==> run_1/flops_by_reg.png <==
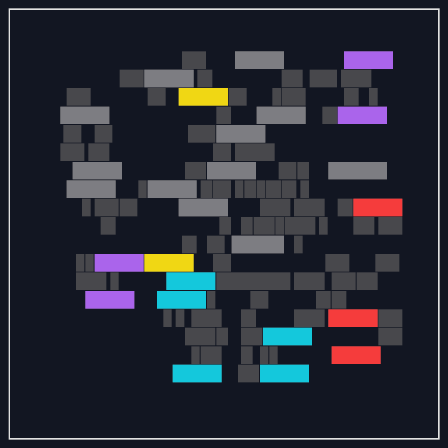
==> run_1/clk_routes.png <==
Bar = 20 µm.
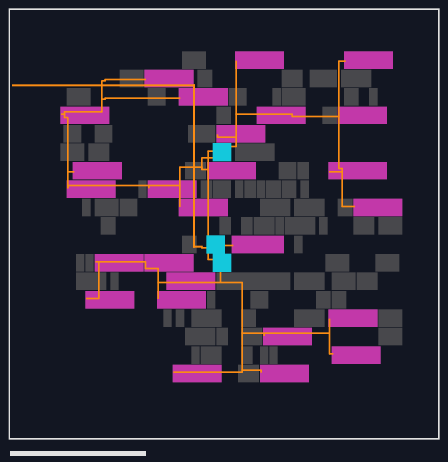
==> run_1/metal_density.png <==
13 x 13 tiles, from dark blue (low) to red (high), scaled to the fullest tile. Values are wire area over tile area, all layers added.
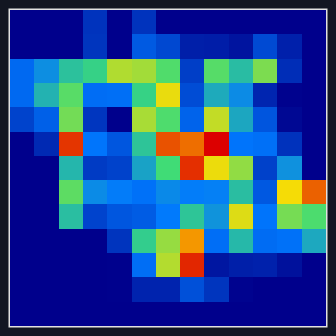
==> src/rtl/clock_set_pkg.sv <==
// -----------------------------------------------------------------------------
// clock_set_pkg
// Shared definitions for the front-panel time-setting controller:
//   - mode state encoding (RUN / SET_HOUR / SET_MIN / SET_SEC)
//   - default timing constants for the controller parameters
//   - button index constants used by the debouncer array
//   - helpers for mode sequencing and field selection
// Optional feature macro used by clock_set_ctrl: CLOCK_SET_AUTO_REPEAT_EN
// -----------------------------------------------------------------------------
package clock_set_pkg;

   // Mode state encoding, exported on mode_state.
   localparam logic [1:0] ST_RUN      = 2'd0;
   localparam logic [1:0] ST_SET_HOUR = 2'd1;
   localparam logic [1:0] ST_SET_MIN  = 2'd2;
   localparam logic [1:0] ST_SET_SEC  = 2'd3;

   typedef enum logic [1:0] {
      S_RUN      = ST_RUN,
      S_SET_HOUR = ST_SET_HOUR,
      S_SET_MIN  = ST_SET_MIN,
      S_SET_SEC  = ST_SET_SEC
   } state_t;

   // Default timing constants (in divided-clock cycles).
   localparam int DEF_DEBOUNCE_CYC = 2;
   localparam int DEF_TIMEOUT_CYC  = 30;
   localparam int DEF_BLINK_HALF   = 1;
   localparam int DEF_REPEAT_CYC   = 3;

   // Button indices into the conditioned-button vectors.
   localparam int BTN_MODE = 0;
   localparam int BTN_INC  = 1;
   localparam int NUM_BTN  = 2;

   // Mode button sequencing: RUN -> HOUR -> MIN -> SEC -> RUN.
   function automatic state_t next_mode(input state_t s);
      state_t n;
      case (s)
         S_RUN:      n = S_SET_HOUR;
         S_SET_HOUR: n = S_SET_MIN;
         S_SET_MIN:  n = S_SET_SEC;
         default:    n = S_RUN;
      endcase
      return n;
   endfunction

   // Field being edited, as {sec, min, hour}; all-zero in RUN.
   function automatic logic [2:0] field_sel(input state_t s);
      logic [2:0] f;
      case (s)
         S_SET_HOUR: f = 3'b001;
         S_SET_MIN:  f = 3'b010;
         S_SET_SEC:  f = 3'b100;
         default:    f = 3'b000;
      endcase
      return f;
   endfunction

endpackage

==> src/rtl/btn_debounce.sv <==
// -----------------------------------------------------------------------------
// btn_debounce
// Conditions one raw push-button: two-flop synchronizer, stability counter,
// and a registered one-cycle pulse on each debounced 0->1 transition.
// A press first sampled at edge N yields press high after edge
// N + DEBOUNCE_CYC + 2. Releases produce no pulse.
//
// Ports:
//   clock   in   divided system clock
//   reset   in   synchronous active-high reset
//   btn_in  in   raw button, asynchronous to clock
//   level   out  debounced button level
//   press   out  one-cycle pulse on debounced rising edge
// -----------------------------------------------------------------------------
module btn_debounce
   import clock_set_pkg::*;
#(
   parameter int DEBOUNCE_CYC = DEF_DEBOUNCE_CYC
) (
   input  logic clock,
   input  logic reset,
   input  logic btn_in,
   output logic level,
   output logic press
);

   localparam int              CNT_W    = $clog2(DEBOUNCE_CYC + 1);
   localparam logic [CNT_W-1:0] CNT_LAST = CNT_W'(DEBOUNCE_CYC - 1);

   logic             sync1_q, sync1_d;
   logic             sync2_q, sync2_d;
   logic [CNT_W-1:0] cnt_q, cnt_d;
   logic             level_q, level_d;
   logic             level_dly_q, level_dly_d;
   logic             press_q, press_d;

   always_comb begin
      sync1_d     = btn_in;
      sync2_d     = sync1_q;
      cnt_d       = '0;
      level_d     = level_q;
      level_dly_d = level_q;
      // Edge detect on the accepted level, one register stage late.
      press_d     = level_q & ~level_dly_q;

      // Count only while the synced value disagrees with the accepted level;
      // any agreement (e.g. a short glitch ending) restarts the count.
      if (sync2_q != level_q) begin
         if (cnt_q == CNT_LAST) begin
            level_d = sync2_q;
            cnt_d   = '0;
         end else begin
            cnt_d = cnt_q + 1'b1;
         end
      end
   end

   always_ff @(posedge clock) begin
      if (reset) begin
         sync1_q     <= 1'b0;
         sync2_q     <= 1'b0;
         cnt_q       <= '0;
         level_q     <= 1'b0;
         level_dly_q <= 1'b0;
         press_q     <= 1'b0;
      end else begin
         sync1_q     <= sync1_d;
         sync2_q     <= sync2_d;
         cnt_q       <= cnt_d;
         level_q     <= level_d;
         level_dly_q <= level_dly_d;
         press_q     <= press_d;
      end
   end

   assign level = level_q;
   assign press = press_q;

endmodule

==> src/rtl/clock_set_ctrl.sv <==
// -----------------------------------------------------------------------------
// clock_set_ctrl
// Front-panel time-setting controller for the hour/min/sec counter chain.
// The mode button steps RUN -> SET_HOUR -> SET_MIN -> SET_SEC -> RUN; the
// increment button issues one-cycle setting_* pulses for the field being set.
// An idle timeout returns to RUN and a blink strobe marks the edited field.
//
// Optional feature macro: CLOCK_SET_AUTO_REPEAT_EN
//   When defined, holding the increment button in a SET state repeats the
//   setting pulse every REPEAT_CYC cycles after the initial press pulse.
//
// Ports:
//   clock         in   divided system clock (~3 Hz)
//   reset         in   synchronous active-high reset
//   btn_mode      in   raw mode button (asynchronous)
//   btn_inc       in   raw increment button (asynchronous)
//   load_hour     out  high while in SET_HOUR
//   load_min      out  high while in SET_MIN
//   load_sec      out  high while in SET_SEC
//   setting_hour  out  one-cycle hour increment pulse
//   setting_min   out  one-cycle minute increment pulse
//   setting_sec   out  one-cycle second increment pulse
//   mode_state    out  0 RUN, 1 SET_HOUR, 2 SET_MIN, 3 SET_SEC
//   blink         out  display blank strobe for the field being set
// -----------------------------------------------------------------------------
module clock_set_ctrl
   import clock_set_pkg::*;
#(
   parameter int DEBOUNCE_CYC = DEF_DEBOUNCE_CYC,
   parameter int TIMEOUT_CYC  = DEF_TIMEOUT_CYC,
   parameter int BLINK_HALF   = DEF_BLINK_HALF,
   parameter int REPEAT_CYC   = DEF_REPEAT_CYC
) (
   input  logic       clock,
   input  logic       reset,
   input  logic       btn_mode,
   input  logic       btn_inc,
   output logic       load_hour,
   output logic       load_min,
   output logic       load_sec,
   output logic       setting_hour,
   output logic       setting_min,
   output logic       setting_sec,
   output logic [1:0] mode_state,
   output logic       blink
);

   localparam int               TMO_W    = $clog2(TIMEOUT_CYC + 1);
   localparam logic [TMO_W-1:0] TMO_LAST = TMO_W'(TIMEOUT_CYC - 1);
   localparam int               BLK_W    = $clog2(BLINK_HALF + 1);
   localparam logic [BLK_W-1:0] BLK_LAST = BLK_W'(BLINK_HALF - 1);

   // ---------------------------------------------------------------------
   // Button conditioning
   // ---------------------------------------------------------------------
   logic [NUM_BTN-1:0] btn_raw;
   logic [NUM_BTN-1:0] btn_level;
   logic [NUM_BTN-1:0] btn_press;

   assign btn_raw[BTN_MODE] = btn_mode;
   assign btn_raw[BTN_INC]  = btn_inc;

   genvar gi;
   generate
      for (gi = 0; gi < NUM_BTN; gi++) begin : g_btn
         btn_debounce #(
            .DEBOUNCE_CYC (DEBOUNCE_CYC)
         ) u_btn (
            .clock  (clock),
            .reset  (reset),
            .btn_in (btn_raw[gi]),
            .level  (btn_level[gi]),
            .press  (btn_press[gi])
         );
      end
   endgenerate

   logic mode_press;
   logic inc_press;
   assign mode_press = btn_press[BTN_MODE];
   assign inc_press  = btn_press[BTN_INC];

   // ---------------------------------------------------------------------
   // FSM state and its registered side outputs
   // ---------------------------------------------------------------------
   state_t           state_q, state_d;
   logic [TMO_W-1:0] tmo_q, tmo_d;
   logic             blink_q, blink_d;
   logic [BLK_W-1:0] blink_cnt_q, blink_cnt_d;
   logic [2:0]       set_q, set_d;        // {sec, min, hour}
   logic             rpt_fire;            // auto-repeat pulse request

   // ---------------------------------------------------------------------
   // Auto-repeat
   // ---------------------------------------------------------------------
`ifdef CLOCK_SET_AUTO_REPEAT_EN
   localparam int               RPT_W    = $clog2(REPEAT_CYC + 1);
   localparam logic [RPT_W-1:0] RPT_LAST = RPT_W'(REPEAT_CYC - 1);

   logic [RPT_W-1:0] rpt_cnt_q, rpt_cnt_d;
   logic             rpt_arm_q, rpt_arm_d;
   logic             unused_cfg;

   // Armed only by a press consumed in a SET state; a held button carried
   // across a mode change stays disarmed until it is released and pressed.
   always_comb begin
      rpt_cnt_d = '0;
      rpt_arm_d = 1'b0;
      rpt_fire  = 1'b0;
      if ((state_q != S_RUN) && !mode_press && btn_level[BTN_INC]) begin
         if (inc_press) begin
            rpt_arm_d = 1'b1;
         end else if (rpt_arm_q) begin
            rpt_arm_d = 1'b1;
            if (rpt_cnt_q == RPT_LAST) begin
               rpt_fire = 1'b1;
            end else begin
               rpt_cnt_d = rpt_cnt_q + 1'b1;
            end
         end
      end
   end

   always_ff @(posedge clock) begin
      if (reset) begin
         rpt_cnt_q <= '0;
         rpt_arm_q <= 1'b0;
      end else begin
         rpt_cnt_q <= rpt_cnt_d;
         rpt_arm_q <= rpt_arm_d;
      end
   end

   // The debounced mode level is not needed; only its press pulse is.
   assign unused_cfg = btn_level[BTN_MODE];
`else
   logic unused_cfg;

   assign rpt_fire = 1'b0;

   // Debounced levels and the repeat interval only matter with auto-repeat.
   assign unused_cfg = (^btn_level) ^ (REPEAT_CYC > 0);
`endif

   // ---------------------------------------------------------------------
   // Next-state logic
   // ---------------------------------------------------------------------
   always_comb begin
      state_d     = state_q;
      tmo_d       = tmo_q;
      blink_d     = blink_q;
      blink_cnt_d = blink_cnt_q;
      set_d       = 3'b000;

      if (state_q == S_RUN) begin
         tmo_d       = '0;
         blink_d     = 1'b0;
         blink_cnt_d = '0;
         // inc presses are ignored in RUN.
         if (mode_press) begin
            state_d = S_SET_HOUR;
            blink_d = 1'b1;
         end
      end else if (mode_press) begin
         // Mode wins over a simultaneous inc; that inc is dropped.
         state_d     = next_mode(state_q);
         tmo_d       = '0;
         blink_d     = (next_mode(state_q) != S_RUN);
         blink_cnt_d = '0;
      end else if (inc_press || rpt_fire) begin
         // Increment the current field; restart blink phase so the new
         // value is shown immediately.
         set_d       = field_sel(state_q);
         tmo_d       = '0;
         blink_d     = 1'b1;
         blink_cnt_d = '0;
      end else if (tmo_q == TMO_LAST) begin
         state_d     = S_RUN;
         tmo_d       = '0;
         blink_d     = 1'b0;
         blink_cnt_d = '0;
      end else begin
         tmo_d = tmo_q + 1'b1;
         if (blink_cnt_q == BLK_LAST) begin
            blink_d     = ~blink_q;
            blink_cnt_d = '0;
         end else begin
            blink_cnt_d = blink_cnt_q + 1'b1;
         end
      end
   end

   always_ff @(posedge clock) begin
      if (reset) begin
         state_q     <= S_RUN;
         tmo_q       <= '0;
         blink_q     <= 1'b0;
         blink_cnt_q <= '0;
         set_q       <= 3'b000;
      end else begin
         state_q     <= state_d;
         tmo_q       <= tmo_d;
         blink_q     <= blink_d;
         blink_cnt_q <= blink_cnt_d;
         set_q       <= set_d;
      end
   end

   // ---------------------------------------------------------------------
   // Outputs
   // ---------------------------------------------------------------------
   logic [2:0] load_vec;
   assign load_vec = field_sel(state_q);

   assign load_hour    = load_vec[0];
   assign load_min     = load_vec[1];
   assign load_sec     = load_vec[2];
   assign setting_hour = set_q[0];
   assign setting_min  = set_q[1];
   assign setting_sec  = set_q[2];
   assign mode_state   = state_q;
   assign blink        = blink_q;

endmodule

==> config.mk <==
export PLATFORM = sky130hd
export DESIGN_NAME = clock_set_ctrl
export DESIGN_NICKNAME = d
export VERILOG_FILES = /design/src/rtl/clock_set_pkg.sv /design/src/rtl/btn_debounce.sv /design/src/rtl/clock_set_ctrl.sv
export SDC_FILE = /design/constraint.sdc
export NUM_CORES = 1
export LEC_CHECK = 0
export CORE_MARGIN = 5
export CORE_UTILIZATION = 35
export CTS_CLUSTER_SIZE = 20
export DETAILED_ROUTE_END_ITERATION = 16
export GPL_TIMING_DRIVEN = 0
export PLACE_DENSITY_LB_ADDON = 0.1
export SLEW_MARGIN = 20
export SYNTH_ARGS = -nofsm -noshare
export SYNTH_HDL_FRONTEND = slang
export SYNTH_SLANG_ARGS = --single-unit
==> constraint.sdc <==
create_clock -name clock -period 1.5 [get_ports clock]
set_input_delay 0.15 -clock clock [delete_from_list [all_inputs] [get_ports clock]]
set_output_delay 0.15 -clock clock [all_outputs]
set_load 0.01 [all_outputs]
==> impl_metrics.tcl, run 1 <==
# place-and-route summary
set metrics [dict create \
    fin_nets 123 \
    path_max_fanout 5 \
    antenna_cells 0 \
    fp_util_pct 36.2 \
    top_cells_by_count "26 x dfxtp_1, 11 x nor2_1, 9 x ha_1" \
    worstPathRequired_ns 1.35 \
    min_period_ns 1.40 \
    cts_tree "done" \
    fillCellCount 272 \
    ios 13 \
    postRouteAntennaNets 0 \
    flop_cell "dfxtp_1" \
    yosysTopAreaCellShare_pct 52.7 \
    critPathBufInv 1 \
    vdd_drop_max_v 0.000558 \
    gp_congestion 0.721 \
    dp_hpwl_um 1060 \
    cpPeakStageDelay_ns 0.53 \
    ctsLongestPathBuffers 2 \
    fp_nets 106 \
    grt_pass1_vias 612 \
    grt_pass1_wl_um 2640 \
    drc 0 \
    io_buffers 12 \
    synth_cells 93 \
    r2r-start "mode_state[0]" \
    synth-async-reset-ratio_pct 0 \
    fp.dieW_um 63.1 \
    root_buffer "clkbuf_4" \
    crit_path_top_delay_cell "clkdlybuf4s50_1" \
    drive_above_1_share_pct 10.1 \
    p_total_mw 1.21 \
    crit_path_end_kind "output port" \
    path_delay_family "buffers and inverters" \
    numClockSinks 26 \
    maxCapViolations 0 \
    outcome "finished clean" \
    fmax_mhz 715 \
    hold_class "reg2reg" \
    dieArea_um2 3990 \
    via_per_inst 4.49 \
    setup_viol 0 \
    leakagePower_nw 0.499 \
    edf_count 0 \
    initialDrtViolationCount 12 \
    rsz0062_at_grt "no" \
    cts_inserted_buffers 3 \
    avgSynthCellArea_um2 10.6 \
    pwr_density_cell_nw_per_um2 997 \
    clk_pin_slew_ns 0.14 \
    core.rowCount 19 \
    crit_arrival_ns 1.25 \
    ys_cells 93 \
    worstHoldStart "g_btn[1].u_btn.level_dly_q" \
    htreeDepth 1 \
    syn2layout_area_growth_pct 22.3 \
    critPathLaunch "mode_state[0]" \
    top_cell "dfxtp_1" \
    antenna_found_initial 0 \
    yosys.area.top_type "dfxtp_1" \
    synth.distinct_cells 26 \
    setup_tns_ns 0 \
    ys_seq_share_pct 52.7 \
    grt_max_degree 16 \
    die_y_um 63.1 \
    post-route-period-util_pct 93.3 \
    cts_setup_buffers 0 \
]
## Picture notes: flops_by_reg.png
[red] set_q | sequential cells: 3
[purple] g_btn.u_btn.cnt_q | sequential cells: 4
[cyan] tmo_q | sequential cells: 5 | where: bottom centre
[yellow] g_btn.u_btn.level_dly_q | sequential cells: 2

## Picture notes: clk_routes.png
[cyan] clock drivers | count: 3
[orange] clock wires | length: 293 µm
[magenta] flip-flops | count: 26
routed clock nets: 4
clk_skew: 0.0126 ns
clock network fraction of total power: 38.7%
Insertion Delay late pin: 0.31 ns

## Picture notes: metal_density.png
fullest tile: 0.26
emptiest ninth of the die: lower left
densest ninth of the die: centre
mean over tiles: 0.058
nearly empty tiles: 37%
vias: 628
WL per Instance: 10.2 µm
final wirelength: 1430 µm
total track usage: 8.18%

run 1: worst paths after layout:
| kind | cells after the start | slack [ns] | end |
|---|---|---|---|
| min reg2reg | 1 | 0.38 | g_btn[1].u_btn.press |
| max | 1 | 0.10 | mode_state[0] |
| min | 1 | 0.38 | g_btn[1].u_btn.press |
| max reg2reg | 5 | 0.14 | tmo_q[2] |
run 1: cells by family after synthesis:
group,count (synthesis),synth area share [%]
compound gates,5,3.42
buf+inv,8,3.80
simple gates,36,21.0
fa+ha+maj,9,11.4
mux,2,2.03
xor+xnor,6,5.32
other cells,1,0.379
flops,26,52.7
run 1: flip-flops by register name, indices dropped and copies added, names as in the netlist:
| name | cells |
|---|---|
| blink_cnt_q | 1 |
| g_btn.u_btn.level_dly_q | 2 |
| g_btn.u_btn.cnt_q | 4 |
| mode_state | 2 |
| blink | 1 |
| tmo_q | 5 |
| g_btn.u_btn.press | 2 |
| set_q | 3 |
| g_btn.u_btn.sync1_q | 2 |
| g_btn.u_btn.sync2_q | 2 |
| g_btn.u_btn.level | 2 |
run 1: what timing repair did:
item / in CTS / in global routing
pin swaps: 0 / 2
setup endpoints to repair: 9 / 6
gates resized: 6 / 2
cloned: 0 / 0
run 1: cell usage in the layout (no fill, tap or decap):
cell type        count
nand3b_1             1
inv_1                7
clkdlybuf4s15_1      1
and3_1               3
nor2_2               2
ha_1                 9
and2b_1              5
nand2b_1             1
dfxtp_2              1
dfxtp_1             24
nor3_1               1
nor2b_1              3
nor4_1               1
xor2_1               2
mux2i_1              2
clkdlybuf4s50_1      9
or3_4                1
nand3_1              4
nand4_1              1
clkbuf_4             3
xnor2_1              4
buf_6                1
nor2_1              11
dfxtp_4              1
dlygate4sd2_1        2
a21oi_1              2
a211oi_1             1
or3_1                1
nor3_4               1
bufinv_16            1
conb_1               1
o311ai_1             1
o21bai_1             1
run 1: per-layer routing:
| metal | vias to the layer above | wire (µm) | global-route usage (%) |
|---|---|---|---|
| li1 | 334 | - | - |
| met1 | 281 | 672 | 10.2 |
| met2 | 11 | 637 | 11.9 |
| met3 | 2 | 98 | 3.02 |
| met4 | 0 | 23 | 4.77 |
| met5 | - | 0 | 0 |
run 1: through the flow:
stage | area [µm²] | utilization [%] | hold WS [ns] | std cells | setup slack (ns)
floorplan | 988 | - | 0.275 | 93 | 0.175
global placement | 1150 | 42.0 | 0.373 | 136 | 0.00288
detailed placement | 1150 | 42.0 | 0.375 | 136 | -0.0559
CTS | 1200 | 43.9 | 0.380 | 140 | 0.0190
global route | 1210 | 44.2 | 0.375 | 140 | 0.0134
finish | 1210 | 44.2 | 0.375 | 140 | 0.101
run 1: report_power, final:
part	internal (mW)	switching, mW
Combinational	0.0214	0.0140
Sequential	0.698	0.00461
Clock	0.270	0.197
run 1: final cells by class:
type | count | area [µm²] | share of cell area [%]
Inverter | 7 | 26.3 | 2.17
Multi-Input combinational cell | 59 | 437 | 36.1
Clock inverter | 1 | 30.0 | 2.48
Clock buffer | 3 | 22.5 | 1.86
Tap cell | 31 | 38.8 | 3.21
Buffer | 1 | 11.3 | 0.932
Sequential cell | 26 | 526 | 43.5
Timing Repair Buffer | 12 | 118 | 9.73
==> run_1/placement_by_type.png <==
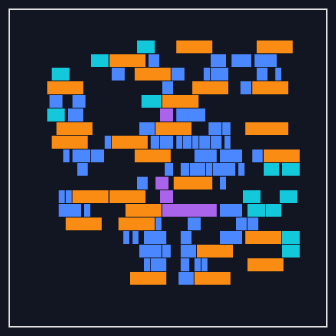

==> run 2, diff against run 1 <==
==> constraint.sdc (replaced) <==
create_clock -name clock -period 1.21 [get_ports clock]
set_input_delay 0.121 -clock clock [delete_from_list [all_inputs] [get_ports clock]]
set_output_delay 0.121 -clock clock [all_outputs]
set_load 0.01 [all_outputs]
==> run_2/placement_by_type.png <==
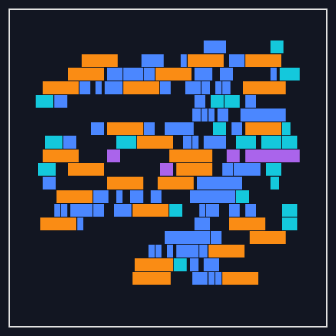
[orange] sequential cells | cells: 26
[blue] combinational and other logic | cells: 66
[purple] clock drivers and dummy loads | cells: 4
[cyan] remaining buffers and delay cells | cells: 20
Core Util, Final: 48.5%
sequential share of cell area: 40.0%
core area: 2730 µm²
fin area: 1330 µm²

==> run 2 against run 1 <==
  * Die size did not move
  * Power up 24%
  * Via count is 6.5% higher
  * Synthesized cell count unchanged
  * Count of clock-buffer cells in the layout unchanged
  * Non-clock buffer count is 7 higher
  * Largest cell class unchanged
  * Global-route usage rose by 0.75 points
==> impl_metrics.tcl, run 2 <==
# place-and-route summary
set metrics [dict create \
    fmax_mhz 831 \
    ys_sh_mux_pct 2.03 \
    fp_nets 106 \
    ios 13 \
    grt_max_degree 16 \
    setup_viol 0 \
    postRouteAntennaNets 0 \
    ys_seq_share_pct 52.7 \
    flop_cell "dfxtp_1" \
    stdcell_count 147 \
    flop_area_um2 531 \
    vdd_drop_max_v 0.00166 \
    via_per_inst 4.55 \
    ys_cells 93 \
    largest-register "tmo_q" \
    dieArea_um2 3990 \
    cts_inserted_buffers 3 \
    top_layer "met4" \
    root_buffer "clkbuf_4" \
    wl_met3_um 111 \
    synth-async-reset-ratio_pct 0 \
    outcome "finished clean" \
    m1WireLength_um 702 \
    drive_above_1_share_pct 29.3 \
    htreeDepth 1 \
    crit_path_top_delay_cell "dfxtp_2" \
    hold_class "in2reg" \
    wl_per_cell_um 11.1 \
    clk_latency_ns 0.32 \
    crit_arrival_ns 1.41 \
    fp_util_pct 36.2 \
    synthTopLogicFamily "simple AND/OR/NAND/NOR gates" \
    maxCapViolations 0 \
    path_max_fanout 4 \
    drc 0 \
    min_period_ns 1.20 \
    grt_pass1_wl_um 2800 \
    largest_reg_flops 5 \
    initialDrtViolationCount 18 \
]
## run 2: cell counts after synthesis
Identical to the previous run, type by type.
## run 2: stage by stage
step | area [µm²] | hold WS [ns] | total power [mW]
final | 1330 | 0.365 | 1.50
after global routing | 1330 | 0.323 | 1.57
after CTS | 1270 | 0.353 | 1.52
after detailed placement | 1150 | 0.373 | 0.936
after global placement | 1150 | 0.372 | 0.936
after floorplan | 991 | 0.246 | 0.918
## run 2: power by group
part           total [mW]  switching [mW]  internal [mW]
logic              0.0466          0.0189         0.0277
clock network       0.583           0.248          0.335
registers           0.869         0.00592          0.863
## run 2: cell type report
class | count | share of cell area, %
buffer | 1 | 0.849
clock buffer | 3 | 1.70
tap | 31 | 2.92
inverter | 7 | 2.36
multi-input combinational | 59 | 37.6
timing repair buffer | 19 | 12.3
clock inverter | 1 | 2.26
sequential | 26 | 40.0
## run 2: kinds of logic after synthesis
group                    Yosys count
other                              1
multiplexers                       2
adder cells (fa/ha/maj)            9
flip-flops                        26
XOR/XNOR                           6
buffers and inverters              8
AND/OR/NAND/NOR                   36
AND-OR/OR-AND                      5
## run 2: worst paths after layout
path | from | end | slack [ns] | cells past startpoint
hold / removal | btn_mode | g_btn[0].u_btn.sync1_q | 0.37 | 2
setup / recovery | tmo_q[1] | mode_state[1] | 0.007 | 5
setup reg to reg | tmo_q[1] | mode_state[1] | 0.007 | 5
hold reg to reg | g_btn[0].u_btn.level_dly_q | g_btn[0].u_btn.press | 0.39 | 1
## run 2: metal layers
| layer | track usage, % | vias up |
|---|---|---|
| met1 | 9.49 | 302 |
| met2 | 15.4 | 15 |
| met3 | 4.62 | 2 |
| met5 | 0 | - |
| met4 | 2.39 | 0 |
| li1 | - | 350 |
## run 2: what timing repair did
item | 4_1_cts | 5_1_grt
hold endpoints to repair | 0 | 0
pin swaps | 8 | 5
endpoints found under the setup margin | 20 | 12
gates resized | 35 | 9
setup buffers | 5 | 2
## run 2: critical path, delay by kind of cell, from the launching register on
| family | cells | cell delay (ns) |
|---|---|---|
| and+or+nand+nor | 1 | 0.17 |
| DFF | 1 | 0.35 |
| buffers and inverters | 1 | 0.05 |
| AOI/OAI and AO/OA | 2 | 0.41 |
| adders and majority gates | 1 | 0.11 |
No activity file was given, so power comes from the tool's default toggle rates.
